run_1/layer_met1.png
Scale: 3 px per um.
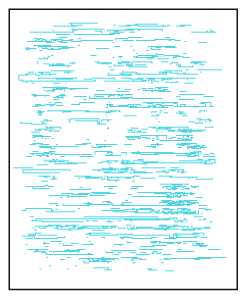
run_1/logic_types.png
Scale: 3 px per um.
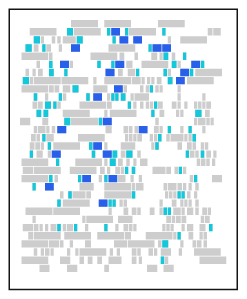
run_1/detail.png
Window x 44 to 69, y 57 to 82 um. Cells in gray, sequential cells in the stronger gray; small squares are vias.
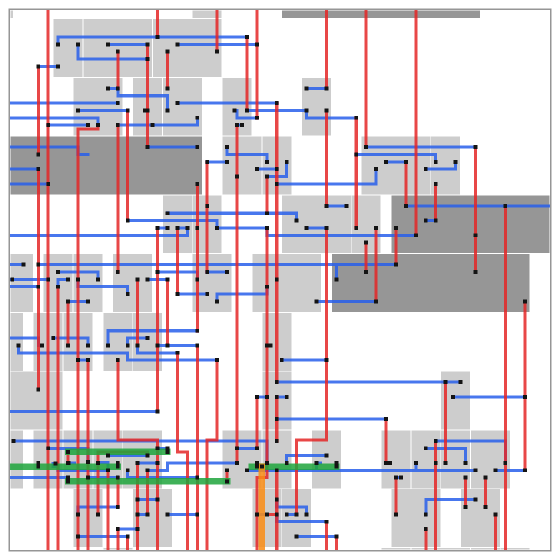
run_1/flops_by_reg.png
Scale: 4 px per um. Other sequential cells in the stronger gray, the rest of the logic in the fainter gray.
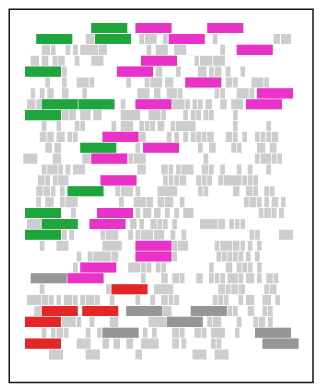
==> config.mk <==
export PLATFORM = sky130hd
export DESIGN_NAME = ir_encoder
export DESIGN_NICKNAME = d
export VERILOG_FILES = /design/src/rtl/ir_encoder.sv
export SDC_FILE = /design/constraint.sdc
export NUM_CORES = 1
export LEC_CHECK = 0
export ABC_AREA = 1
export CAP_MARGIN = 20
export CELL_PAD_IN_SITES_DETAIL_PLACEMENT = 0
export CELL_PAD_IN_SITES_GLOBAL_PLACEMENT = 1
export CORE_ASPECT_RATIO = 1.25
export CORE_MARGIN = 3
export CORE_UTILIZATION = 46
export CTS_BUF_LIST = sky130_fd_sc_hd__clkbuf_8
export CTS_CLUSTER_SIZE = 25
export DETAILED_ROUTE_END_ITERATION = 8
export GPL_TIMING_DRIVEN = 1
export MAX_ROUTING_LAYER = met4
export PLACE_DENSITY_LB_ADDON = 0.1
export SYNTH_ARGS = -nofsm -noshare
export SYNTH_HDL_FRONTEND = slang
export SYNTH_SLANG_ARGS = --single-unit
==> constraint.sdc <==
create_clock -name clk_in -period 8.53 [get_ports clk_in]
set_input_delay 1.2795 -clock clk_in [delete_from_list [all_inputs] [get_ports clk_in]]
set_output_delay 1.2795 -clock clk_in [all_outputs]
set_load 0.005 [all_outputs]
==> results_dict.tcl, run 1 <==
# metrics dict for downstream scripts
set metrics [dict create \
    synth_flop_count 44 \
    grt_start_max_net_pins 46 \
    setup_slack_ns 3.885 \
    place_ws_ns 4.200 \
    peak_supply_drop_mv 0.07908 \
    postCtsResizedCells 0 \
    wire_per_inst_um 12.66 \
    timing.clock.skew_ns 0.005459 \
    htree_num_levels 2 \
    hold_path_class "register to register" \
    clock_tree_from_tritoncts "yes" \
    post_synth_design_cell_area_mm2 0.002780 \
    first_pass_grt_wire_length_mm 10.29 \
    top_cells_by_area "sky130_fd_sc_hd__dfrtp_1 (40%), sky130_fd_sc_hd__nand2_1 (14%), sky130_fd_sc_hd__nor2_1 (8.4%)" \
    dpl.cell_count 462 \
    synth-warning-count 0 \
    syn_avg_cell_area_um2 7.110 \
    drt_pass1_iterations 4 \
    post-route-period-util_pct 54.46 \
    largest_fanout_on_the_critical_path 12 \
    drv_slew 0 \
    layout.nets 416 \
    die_w_um 75.54 \
    cts-buffers-inserted 5 \
    setup.worst_path.end_class "primary output" \
    setup-tns-final_ns 0 \
    report.final.setup_viol 0 \
    reg2reg_depth 19 \
    yosys_area_mm2 0.002780 \
    number_of_instances_on_the_worst_hold_path 1 \
    yosysCellCount 391 \
    p_total_uw 345.3 \
    post-dp-hpwl_mm 4.540 \
    p_seq_share_pct 60.3 \
    cp_cell_sequence "nor2_2, nand3_1, ha_1, nand3_1, nand2_1, nand2_1, nand2_1, nor2_2, nand4_2, nor2_1, clkdlybuf4s50_1" \
    initCoreUtil_pct 47.78 \
    clock_sinks 44 \
    pwr-share-comb_pct 2.1 \
    grt.total_usage_pct 19.35 \
    synth.yosys.seq_area_share_pct 39.60 \
    design_area_mm2 0.003015 \
    power.density_cell_area_mw_per_mm2 114.5 \
    worst_setup_hold_path_clk_slew_ns 0.08 \
    run_status "complete, no violations" \
    fmax_mhz 215.3 \
    r2r_slack_ns 4.51 \
    rsz0062_at_grt "no" \
    crit_required_ns 7.25 \
]
-- layer_met1.png (at the start) --
main direction: horizontal
wire length on this layer: 2,800 um
longest straight run: 41.9 um
Total Wirelength: 5.950 mm
number of vias after detailed routing: 2,399
grt met1 use: 24.66%

-- logic_types.png (at the start) --
| color | family | cells |
|---|---|---|
| cyan | nor cells | 82 |
| blue | xor and xnor cells | 24 |
most numerous logic cell after layout: sky130_fd_sc_hd__nand2_1
fraction of area in multi-input gates: 47.51%
Layout Cells excl Fill: 470

-- detail.png (at the start) --
| color | layer |
|---|---|
| green | metal 3 |
| orange | metal 4 |
| blue | metal 1 |
| red | metal 2 |
most frequent: nand2_1 (15), nor2_1 (8), inv_1 (7)
cells with their middle in the window: 49
sequential cells in the window: 3

-- flops_by_reg.png (at the start) --
| color | name in the netlist | placed flops |
|---|---|---|
| magenta | cnt | 20 |
| red | shreg | 5 |
| green | phase | 12 |
Seq. pwr: 208 uW
sequential share of cell area: 36.51%
post-route core utilization: 51.83%

==> run 1: worst max-delay path: cells and delay by family (launching register included) <==
kind | cells | cell delay [ns]
flops | 1 | 0.52
simple gates | 9 | 1.73
buf+inv | 1 | 0.51
fa+ha+maj | 1 | 0.31
==> run 1: final cells by class <==
cell class | count | area [um2] | share of cell area, %
Clock buffer | 5 | 68.82 | 2.282
Clock inverter | 3 | 20.02 | 0.6639
Inverter | 50 | 187.7 | 6.224
Multi-Input combinational cell | 289 | 1433 | 47.51
Sequential cell | 44 | 1101 | 36.51
Tap cell | 66 | 82.58 | 2.739
Timing Repair Buffer | 13 | 122.6 | 4.066
==> run 1: logic make-up (layout without fill, tap and decap cells) <==
group                    count (synthesis)  in the layout  synth area share (%)
AND-OR/OR-AND                           25             25                 5.086
XOR/XNOR                                24             24                 7.561
adder cells (fa/ha/maj)                  5              5                 2.250
buffers and inverters                   58             71                 8.866
flip-flops                              44             44                 39.60
AND/OR/NAND/NOR                        235            235                 36.63
==> run 1: per-layer routing <==
metal / part of all wire [%] / vias to the layer above / routed length [um] / track usage [%]
met5: 0 / - / 0 / -
met4: 1.4 / 0 / 86 / 6.414
met3: 2.9 / 6 / 171 / 2.932
met2: 49 / 38 / 2896 / 31.05
met1: 47 / 1098 / 2796 / 24.66
li1: - / 1257 / - / -
==> run 1: power by group through the flow <==
stage / sequential, uW / clock (uW) / combinational (uW)
final: 208 / 130 / 7.28
after CTS: 208 / 137 / 7.77
after global routing: 208 / 144 / 8.25
after detailed placement: 213 / 0 / 7.77
after floorplan: 213 / 0 / 0.0872
after global placement: 213 / 0 / 7.60
run_1/congestion.png
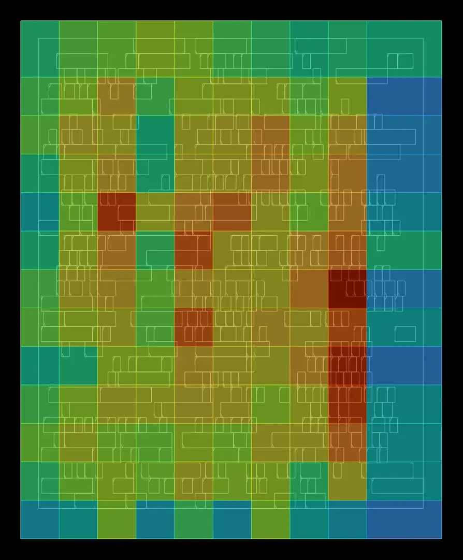

--- run 2 (diff from run 1) ---
==> constraint.sdc (replaced) <==
create_clock -name clk_in -period 4.53 [get_ports clk_in]
set_input_delay 0.6795 -clock clk_in [delete_from_list [all_inputs] [get_ports clk_in]]
set_output_delay 0.6795 -clock clk_in [all_outputs]
set_load 0.005 [all_outputs]
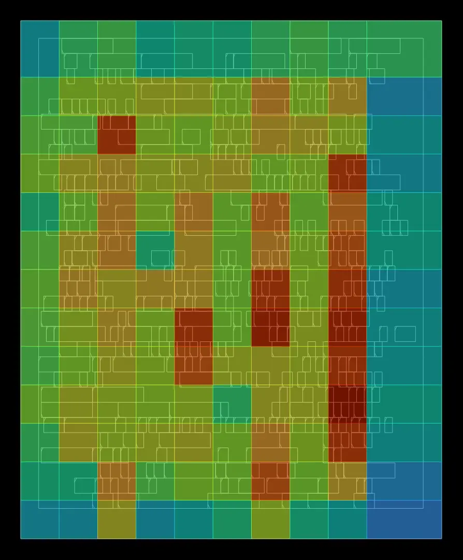
run_2/congestion.png
met3 track demand over resource: 3.149%
grt peak-use layer: met2
grt met1 use: 25.19%
wire per inst: 13.16 um
met2 track demand over resource in global routing: 33.00%

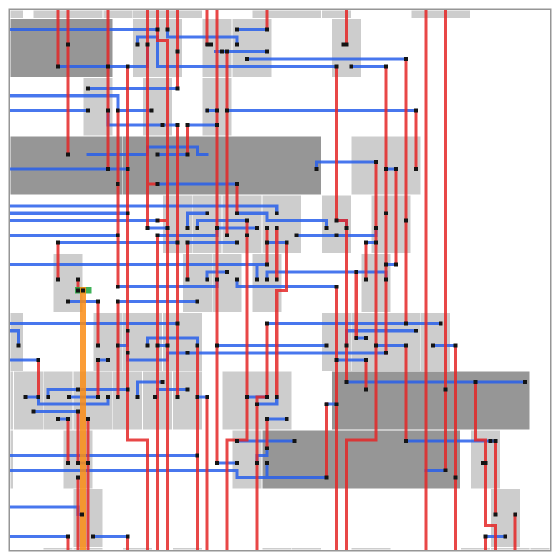
run_2/detail.png
Window x 44 to 69, y 57 to 82 um. Cells in gray, sequential cells in the stronger gray; small squares are vias.
| color | layer |
|---|---|
| blue | metal 1 |
| red | metal 2 |
| orange | metal 4 |
| green | metal 3 |
sequential cells in the window: 5
cells with their middle in the window: 42
most frequent: nand2_1 (10), inv_1 (8), nor2_1 (8)

==> results_dict.tcl, run 2 <==
# metrics dict for downstream scripts
set metrics [dict create \
    run_status "complete, no violations" \
    worstSetupStartpointType "register" \
    tightest_slew_ns 0.5587 \
    fmax_mhz 242.6 \
    yosysCellCount 391 \
    number_of_endpoints_with_negative_hold_slack_in_the_final_report 0 \
    first_pass_grt_wire_length_mm 10.68 \
    synth.yosys.seq_area_share_pct 39.60 \
    number_of_instances_on_the_worst_hold_path 1 \
    clock_tree_from_tritoncts "yes" \
    drt_pass1_iterations 4 \
    r2r_slack_ns 0.73 \
    root_buffer "sky130_fd_sc_hd__clkbuf_8" \
    flop_cell "sky130_fd_sc_hd__dfrtp_1" \
    top_cells_by_area "sky130_fd_sc_hd__dfrtp_1 (40%), sky130_fd_sc_hd__nand2_1 (14%), sky130_fd_sc_hd__nor2_1 (8.4%)" \
    synth_flop_count 44 \
    post_synth_design_cell_area_mm2 0.002780 \
    pwr-share-comb_pct 2.0 \
    syn_avg_cell_area_um2 7.110 \
    yosys_area_mm2 0.002780 \
    largest_fanout_on_the_critical_path 10 \
    synth-warning-count 0 \
    reg2reg_depth 20 \
    layout_top_cell_excl_fill_tap "sky130_fd_sc_hd__nand2_1" \
    rsz0062_at_grt "no" \
    max_cap_viol_count 0 \
    timing.slew.headroom_pct 62.76 \
    setup-tns-final_ns 0 \
    cp.depth 15 \
    buffers_plus_inverters_on_the_worst_setup_path 1 \
    internal-power_uw 559.3 \
    grt_antenna_before_repair 0 \
    drv_slew 0 \
    crit_required_ns 3.85 \
    setup.worst_path.end_class "primary output" \
    crit_path_top_delay_cell "sky130_fd_sc_hd__dfrtp_1" \
    p_seq_share_pct 56.0 \
    hold_path_class "register to register" \
    finalWirelength_mm 6.186 \
    max_ffs_per_register 20 \
    power.density_cell_area_mw_per_mm2 230.4 \
    htree_num_levels 2 \
    die_w_um 75.54 \
    worst_setup_hold_path_clk_slew_ns 0.09 \
    clock_sinks 44 \
    cp_top_family "simple AND/OR/NAND/NOR gates" \
    detailroute.via_count 2396 \
    initCoreUtil_pct 47.78 \
    report.final.setup_viol 0 \
    peak_supply_drop_mv 0.1901 \
    timing.clock.skew_ns 0.006558 \
    grt.total_usage_pct 20.16 \
    cts-buffers-inserted 5 \
    post-route-period-util_pct 90.98 \
    critical_path_arrival_ns 3.44 \
    layout.nets 416 \
    grt_start_max_net_pins 45 \
    post-dp-hpwl_mm 4.701 \
    postLayoutCoreUtil_pct 52.24 \
    cp_cell_sequence "nor2_2, nand3_1, ha_1, nand2_1, nand3_1, nor2_1, nand2_1, nor2_1, nand2_1, nor2_1, nand2_1, nor2_1, nand4_2, nor2_1, clkdlybuf4s50_1" \
]
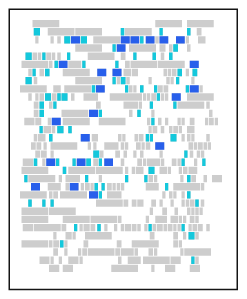
run_2/logic_types.png
Scale: 3 px per um.
| color | family | cells |
|---|---|---|
| blue | xor and xnor cells | 24 |
| cyan | nor cells | 82 |
fraction of area in multi-input gates: 47.30%

run 2: netlist changes by cell type in the layout (fill, tap and decap cells not counted), sizes merged:
cell	before	now
bufinv	0	1
clkinvlp	1	0
run 2: through the flow:
step                hold WS, ns  instances  power (uW)  setup slack (ns)  instance area [um2]
floorplan                0.3839        391       400.5             1.729                 2780
global placement         0.4608        462       415.1            0.5945                 2927
detailed placement       0.4603        462       415.4            0.5523                 2927
CTS                      0.4713        470       709.4            0.3962                 3034
global route             0.5080        470       727.7           0.06967                 3039
finish                   0.4718        470       700.3            0.4086                 3039
run 2: worst reg2reg max path, delay by kind of cell, from the launching register on:
kind | cells | cell delay (ns)
buffers and inverters | 1 | 0.11
DFF | 1 | 0.51
adders and majority gates | 1 | 0.40
and+or+nand+nor | 18 | 2.70
run 2: per-layer routing:
layer  wire, um  global-route usage (%)
met5          0                       -
met4         85                   6.414
met3        144                   3.149
met2       3064                   33.00
met1       2891                   25.19
run 2: cell families after synthesis:
family	after synthesis	synth area share [%]
adders and majority gates	5	2.250
AOI/OAI and AO/OA	25	5.086
and+or+nand+nor	235	36.63
buffers and inverters	58	8.866
DFF	44	39.60
xor gates and xnor gates	24	7.561
run 2: layout make-up:
cell class	count	area [um2]
inverter	50	187.7
sequential	44	1101
clock inverter	3	38.79
multi-input combinational	289	1438
tap	66	82.58
clock buffer	5	68.82
timing repair buffer	13	122.6
fill	574	2779
run 2: timing repair:
item	CTS	global route
hold buffers	0	0
gates resized	0	1
setup endpoints to repair	0	1
setup buffers	0	0
run 2: power by group through the flow:
stage,sequential [uW],combinational (uW),clock (uW)
2_1_floorplan,400,0.164,0
6_report,392,14.0,294
4_1_cts,392,15.0,302
5_1_grt,392,16.1,319
3_3_place_gp,400,14.9,0
3_5_place_dp,400,15.2,0
Power is estimated from default activity; no workload was simulated.
